`config.mk`:
```
export PLATFORM = sky130hd
export DESIGN_NAME = sdram_mem_arbiter
export DESIGN_NICKNAME = d
export VERILOG_FILES = /design/src/rtl/sdram_mem_arbiter.sv
export SDC_FILE = /design/constraint.sdc
export NUM_CORES = 1
export LEC_CHECK = 0
export CAP_MARGIN = 20
export CORE_MARGIN = 3
export CORE_UTILIZATION = 43
export CTS_CLUSTER_DIAMETER = 120
export DETAILED_ROUTE_END_ITERATION = 7
export HOLD_SLACK_MARGIN = 0.08
export PLACE_DENSITY_LB_ADDON = 0.3
export SETUP_SLACK_MARGIN = 0.15
export SKIP_CTS_REPAIR_TIMING = 1
export SYNTH_ARGS = -nofsm -noshare
export SYNTH_HDL_FRONTEND = slang
export SYNTH_SLANG_ARGS = --single-unit
```
`constraint.sdc`:
```
create_clock -name clk -period 2.47 [get_ports clk]
set_clock_uncertainty 0.2 [all_clocks]
set_input_delay 0.3705 -clock clk [delete_from_list [all_inputs] [get_ports clk]]
set_output_delay 0.3705 -clock clk [all_outputs]
set_load 0.01 [all_outputs]
```
`src/rtl/sdram_mem_arbiter.sv`:
```
// Two-port (fetch / load-store) arbiter in front of the SDRAM word-access adapter.
// One transaction in flight, round-robin between ports, bounded by a busy timeout.
module sdram_mem_arbiter #(
  parameter int TIMEOUT_CYCLES = 1024,
  parameter int TO_W           = 11
) (
  input  logic        clk,
  input  logic        reset,
  input  logic        i_req,
  input  logic [31:0] i_addr,
  output logic        i_done,
  output logic [31:0] i_rdata,
  input  logic        d_req,
  input  logic        d_we,
  input  logic [31:0] d_addr,
  input  logic [31:0] d_wdata,
  input  logic [2:0]  d_size,
  output logic        d_done,
  output logic [31:0] d_rdata,
  output logic        err,
  input  logic        sd_init,
  output logic        sd_rd_req,
  output logic        sd_wr_req,
  output logic [31:0] sd_addr,
  output logic [31:0] sd_wdata,
  output logic [2:0]  sd_size,
  input  logic        sd_rd_valid,
  input  logic        sd_wr_valid,
  input  logic [31:0] sd_rdata
);

  localparam logic [31:0] TMO_DATA = 32'hDEADBEEF;

  typedef enum logic [2:0] {WAIT_INIT, IDLE, RD_I, RD_D, WR_D, GAP} state_t;

  state_t          state, state_nx;
  logic            last_d;
  logic [TO_W-1:0] to_cnt;
  logic            grant_i, grant_d, fin, tmo, busy, to_hit;

  assign busy   = (state == RD_I) || (state == RD_D) || (state == WR_D);
  assign to_hit = (to_cnt == TO_W'(TIMEOUT_CYCLES - 1));

  always_comb begin
    state_nx = state;
    grant_i  = 1'b0;
    grant_d  = 1'b0;
    fin      = 1'b0;
    tmo      = 1'b0;
    case (state)
      WAIT_INIT: if (sd_init) state_nx = IDLE;
      IDLE: begin
        // both pending: the port that did not win last time goes first
        if (!sd_init) state_nx = WAIT_INIT;
        else if (i_req && (!d_req || last_d)) begin
          grant_i  = 1'b1;
          state_nx = RD_I;
        end else if (d_req) begin
          grant_d  = 1'b1;
          state_nx = d_we ? WR_D : RD_D;
        end
      end
      RD_I, RD_D: begin
        if (sd_rd_valid) fin = 1'b1;
        else if (to_hit) tmo = 1'b1;
      end
      WR_D: begin
        if (sd_wr_valid) fin = 1'b1;
        else if (to_hit) tmo = 1'b1;
      end
      GAP:     state_nx = IDLE;
      default: state_nx = WAIT_INIT;
    endcase
    if (fin || tmo) state_nx = GAP;
  end

  always_ff @(posedge clk or negedge reset) begin
    if (!reset) state <= WAIT_INIT;
    else        state <= state_nx;
  end

  always_ff @(posedge clk or negedge reset) begin
    if (!reset) begin
      sd_rd_req <= 1'b0;
      sd_wr_req <= 1'b0;
      sd_addr   <= '0;
      sd_wdata  <= '0;
      sd_size   <= '0;
      i_done    <= 1'b0;
      i_rdata   <= '0;
      d_done    <= 1'b0;
      d_rdata   <= '0;
      err       <= 1'b0;
      last_d    <= 1'b0;
      to_cnt    <= '0;
    end else begin
      // request lines follow the next state so they drop in GAP and on timeout
      sd_rd_req <= (state_nx == RD_I) || (state_nx == RD_D);
      sd_wr_req <= (state_nx == WR_D);
      i_done    <= (state == RD_I) && (fin || tmo);
      d_done    <= ((state == RD_D) || (state == WR_D)) && (fin || tmo);

      if (state == RD_I) begin
        if (fin)      i_rdata <= sd_rdata;
        else if (tmo) i_rdata <= TMO_DATA;
      end
      if (state == RD_D) begin
        if (fin)      d_rdata <= sd_rdata;
        else if (tmo) d_rdata <= TMO_DATA;
      end
      if (tmo) err <= 1'b1;

      if (grant_i || grant_d) to_cnt <= '0;
      else if (busy)          to_cnt <= to_cnt + 1'b1;

      if (grant_i) begin
        last_d  <= 1'b0;
        sd_addr <= i_addr;
        sd_size <= 3'b010;
      end
      if (grant_d) begin
        last_d   <= 1'b1;
        sd_addr  <= d_addr;
        sd_size  <= d_size;
        sd_wdata <= d_wdata;
      end
    end
  end

endmodule

```
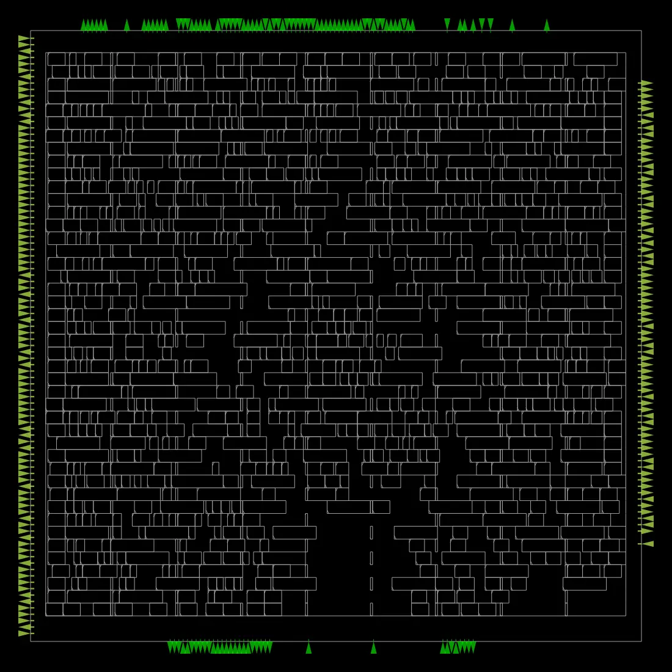
(run_1/placed.png)
Seq area share: 0.372
Seq cells: 151
Rows: 44
post-route insts no fill: 1159
well tap count: 184

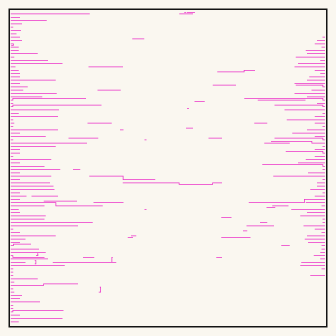
(run_1/m3.png)
share of all routed wire	9.0%
main direction	horizontal

==> flow_metrics.py, run 1 <==
# Metrics from the implementation run
metrics = {
    "critical_path": {
        "cpMaxStageDelayCell": "dfrtp_1",
        "worstSetupPathType": "flip-flop to flip-flop",
        "path_buffers": 1,
        "setup.worst_path.start": "state[0]",
        "reg2reg_slack_ps": 350,
    },
    "cells_and_area": {
        "drive_gt1_frac": 0.0862,
        "areaGrowthSynthToFinish_pct": 54.1,
        "final_cell_mix": "clkdlybuf4s50_1 (273), dfrtp_1 (151), nand2_1 (140)",
        "nFillCells": 1172,
        "fin_area_sq_um": 10200,
        "num_antenna_cells": 0,
        "lay_top_count": "clkdlybuf4s50_1",
    },
    "timing": {
        "fin_setup_tns_ps": 0,
        "finalClockPeriodUsage": 0.857,
        "drv_slew": 0,
    },
    "synthesis": {
        "fp_nets": 836,
        "yosysWarnings": 0,
        "simple_gate_share": 0.166,
        "synthFlopType": "dfrtp_1",
        "syn_inst": 696,
        "synth.avg_cell_area_sq_um": 9.47,
        "yosysChipArea_sq_um": 6590,
        "yosys.area.top_type": "dfrtp_1",
    },
    "power": {
        "p_leak_uw": 0.00430,
        "p_per_area_nw_per_um2": 999,
        "sw_frac_of_total": 0.338,
    },
    "run": {
        "warning_count": 26,
    },
    "place": {
        "post-place-cells": 1126,
        "gp_congestion": 0.826,
        "dpl-instance-area_sq_um": 9550,
    },
    "global_route": {
        "track_usage": 0.238,
        "grt_antenna_before_repair": 0,
        "grt_pass1_vias": 6111,
        "gr-usage-met3": 0.0778,
    },
    "routing": {
        "vias": 6180,
        "drt-initial-drc-count": 352,
        "routedWlPerCell_microns": 17.5,
        "drc_errors": 0,
        "wl_met2_microns": 9910,
        "vias_per_cell": 5.33,
        "m1WireLength_microns": 8200,
    },
    "floorplan": {
        "fp-utilization": 0.447,
        "die-area_sq_um": 16900,
    },
    "status": {
        "status": "finished clean",
    },
    "clock_network": {
        "h-tree-depth": 4,
        "clock_sinks": 151,
    },
    "worst_hold_path": {
        "hold_path.class": "input pin to async pin",
    },
}
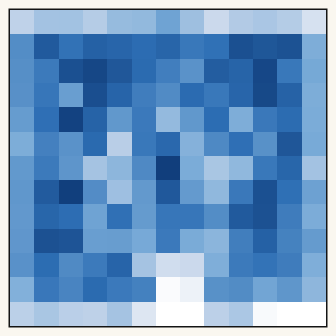
(run_1/util_map.png)
13 x 13 tiles, from white (low) to dark blue (high), 0 to 100% covered.
fullest tile	94%
emptiest ninth of the die	bottom centre
mean over tiles	59%
nearly empty tiles	2.4%

run 1: cells in the mapped netlist (2+ instances only):
| master | n |
|---|---|
| nor2b_1 | 3 |
| a31o_2 | 16 |
| inv_1 | 2 |
| buf_2 | 22 |
| o22ai_1 | 48 |
| o31ai_1 | 3 |
| nor3_1 | 2 |
| xor2_1 | 4 |
| nand2b_1 | 3 |
| or3_1 | 3 |
| a21boi_0 | 3 |
| nand3b_1 | 2 |
| buf_4 | 6 |
| buf_6 | 4 |
| clkbuf_1 | 17 |
| and3_1 | 2 |
| a22o_1 | 18 |
| nand3_1 | 4 |
| o21a_1 | 2 |
| a21oi_1 | 119 |
| nand2_1 | 141 |
| nor2_1 | 88 |
| o211ai_1 | 3 |
| nor2_2 | 2 |
| dfrtp_1 | 151 |
| o21ai_0 | 6 |
| nor3b_1 | 2 |
run 1: per-stage QoR:
stage | hold slack, ps | power, uW | util | setup WS (ps)
5_1_grt | 274 | 10800 | 0.689 | 185
2_1_floorplan | -125 | 5520 | - | 638
3_5_place_dp | 156 | 7590 | 0.647 | 168
3_3_place_gp | 161 | 7490 | 0.647 | 226
6_report | 269 | 10100 | 0.689 | 353
4_1_cts | -289 | 10200 | 0.688 | 343
run 1: cell type report:
type / instances / area, sq um / share of cell area
clock buffer: 19 / 453 / 0.0446
clock inverter: 13 / 144 / 0.0142
inverter: 2 / 7.51 / 0.000739
multi-input combinational: 493 / 2550 / 0.251
sequential: 151 / 3780 / 0.372
tap: 184 / 230 / 0.0227
timing repair buffer: 297 / 2990 / 0.295
run 1: power groups by stage:
stage / clock network [uW] / logic (uW) / registers, uW
floorplan: 0 / 1700 / 3820
global placement: 0 / 3890 / 3600
detailed placement: 0 / 3970 / 3620
CTS: 2640 / 3980 / 3600
global route: 2760 / 4310 / 3690
finish: 2610 / 3940 / 3590
==> run 2: changes to the inputs <==
--- a/config.mk
+++ b/config.mk
@@ -10,6 +10,7 @@
 export CORE_UTILIZATION = 43
 export CTS_CLUSTER_DIAMETER = 120
 export DETAILED_ROUTE_END_ITERATION = 7
+export GPL_ROUTABILITY_DRIVEN = 0
 export HOLD_SLACK_MARGIN = 0.08
 export PLACE_DENSITY_LB_ADDON = 0.3
 export SETUP_SLACK_MARGIN = 0.15
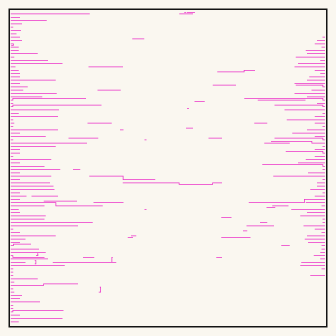
(run_2/m3.png)
wire length on this layer	1820 microns
nets with wire on the layer	189
main direction	horizontal
Routed WL: 20300 microns
DR vias: 6180
met3 Use GR: 0.0778

==> flow_metrics.py, run 2 <==
# Metrics from the implementation run
metrics = {
    "status": {
        "status": "finished clean",
    },
    "floorplan": {
        "rows": 44,
        "fp-utilization": 0.447,
        "die-area_sq_um": 16900,
    },
    "synthesis": {
        "yosysChipArea_sq_um": 6590,
        "yosysWarnings": 0,
        "fp_nets": 836,
        "synthFlopType": "dfrtp_1",
        "yosys.area.top_type": "dfrtp_1",
        "synth.avg_cell_area_sq_um": 9.47,
        "synth.most_common_cell": "dfrtp_1",
    },
    "routing": {
        "routedWlPerCell_microns": 17.5,
        "vias_per_cell": 5.33,
        "drc_errors": 0,
    },
    "timing": {
        "drv_slew": 0,
        "hold_ws_ps": 269,
        "fin_setup_tns_ps": 0,
    },
    "cells_and_area": {
        "final_cell_mix": "clkdlybuf4s50_1 (273), dfrtp_1 (151), nand2_1 (140)",
        "drive_gt1_frac": 0.0862,
    },
    "power": {
        "sw_frac_of_total": 0.338,
        "p_per_area_nw_per_um2": 999,
    },
    "critical_path": {
        "worstSetupPathType": "flip-flop to flip-flop",
        "reg2reg_slack_ps": 350,
        "cpMaxStageDelayCell": "dfrtp_1",
    },
    "global_route": {
        "grt_antenna_before_repair": 0,
        "track_usage": 0.238,
    },
    "worst_hold_path": {
        "hold_path.class": "input pin to async pin",
    },
    "run": {
        "warning_count": 26,
    },
    "clock_network": {
        "h-tree-depth": 4,
    },
}
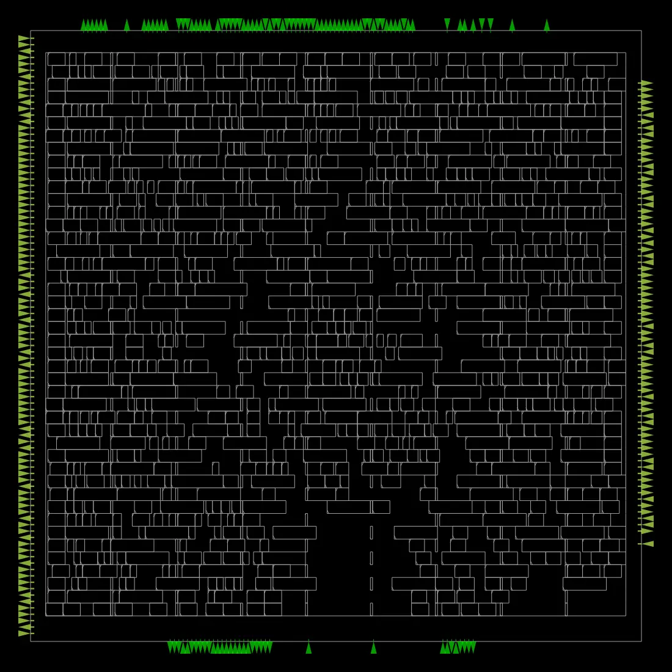
(run_2/placed.png)
Final Util: 0.689
Core Footprint: 14800 sq um
# fillers: 1172

## run 2: cell counts in the layout (fill, tap and decap cells not counted)
No cell type changed its count.
## run 2: worst max path at each step
stage	start	end	slack, ps	cells after the start
after floorplan	state[1]	d_rdata[4]	640	7
final	state[0]	sd_addr[18]	350	5
after detailed placement	sd_init	sd_addr[18]	170	6
after global routing	state[0]	sd_addr[4]	190	5
after CTS	state[0]	sd_addr[9]	340	5
after global placement	sd_init	sd_addr[4]	230	6
## run 2: kinds of logic after synthesis
| family | share of synthesized area |
|---|---|
| AND-OR/OR-AND | 0.210 |
| XOR/XNOR | 0.00531 |
| adder cells (fa/ha/maj) | 0.00190 |
| buffers and inverters | 0.0418 |
| flip-flops | 0.573 |
| multiplexers | 0.00152 |
| AND/OR/NAND/NOR | 0.166 |
## run 2: per-stage QoR
stage                     setup WS [ps]  total power, uW  instances  cell area [sq um]
after CTS                           343            10200       1158              10100
final                               353            10100       1159              10200
after global placement              226             7490       1126               9550
after floorplan                     638             5520        696               6590
after detailed placement            168             7590       1126               9550
after global routing                185            10800       1159              10200
## run 2: per-layer routing
metal	wire length, microns	up-vias
met5	0	-
met4	347	0
met3	1820	21
met2	9910	242
met1	8200	2949
li1	-	2968
## run 2: cell type report
class | instances | area [sq um]
inverters | 2 | 7.51
flip-flops and latches | 151 | 3780
repair buffers | 297 | 2990
fillers | 1172 | 4600
clock buffers | 19 | 453
clock inverters | 13 | 144
multi-input cells | 493 | 2550
well taps | 184 | 230
## run 2: power groups by stage
stage	Clock, uW	Sequential (uW)	Combinational [uW]
6_report	2610	3590	3940
2_1_floorplan	0	3820	1700
3_3_place_gp	0	3600	3890
4_1_cts	2640	3600	3980
5_1_grt	2760	3690	4310
3_5_place_dp	0	3620	3970
Power figures rest on the tool's default switching activity, not on a simulated workload.
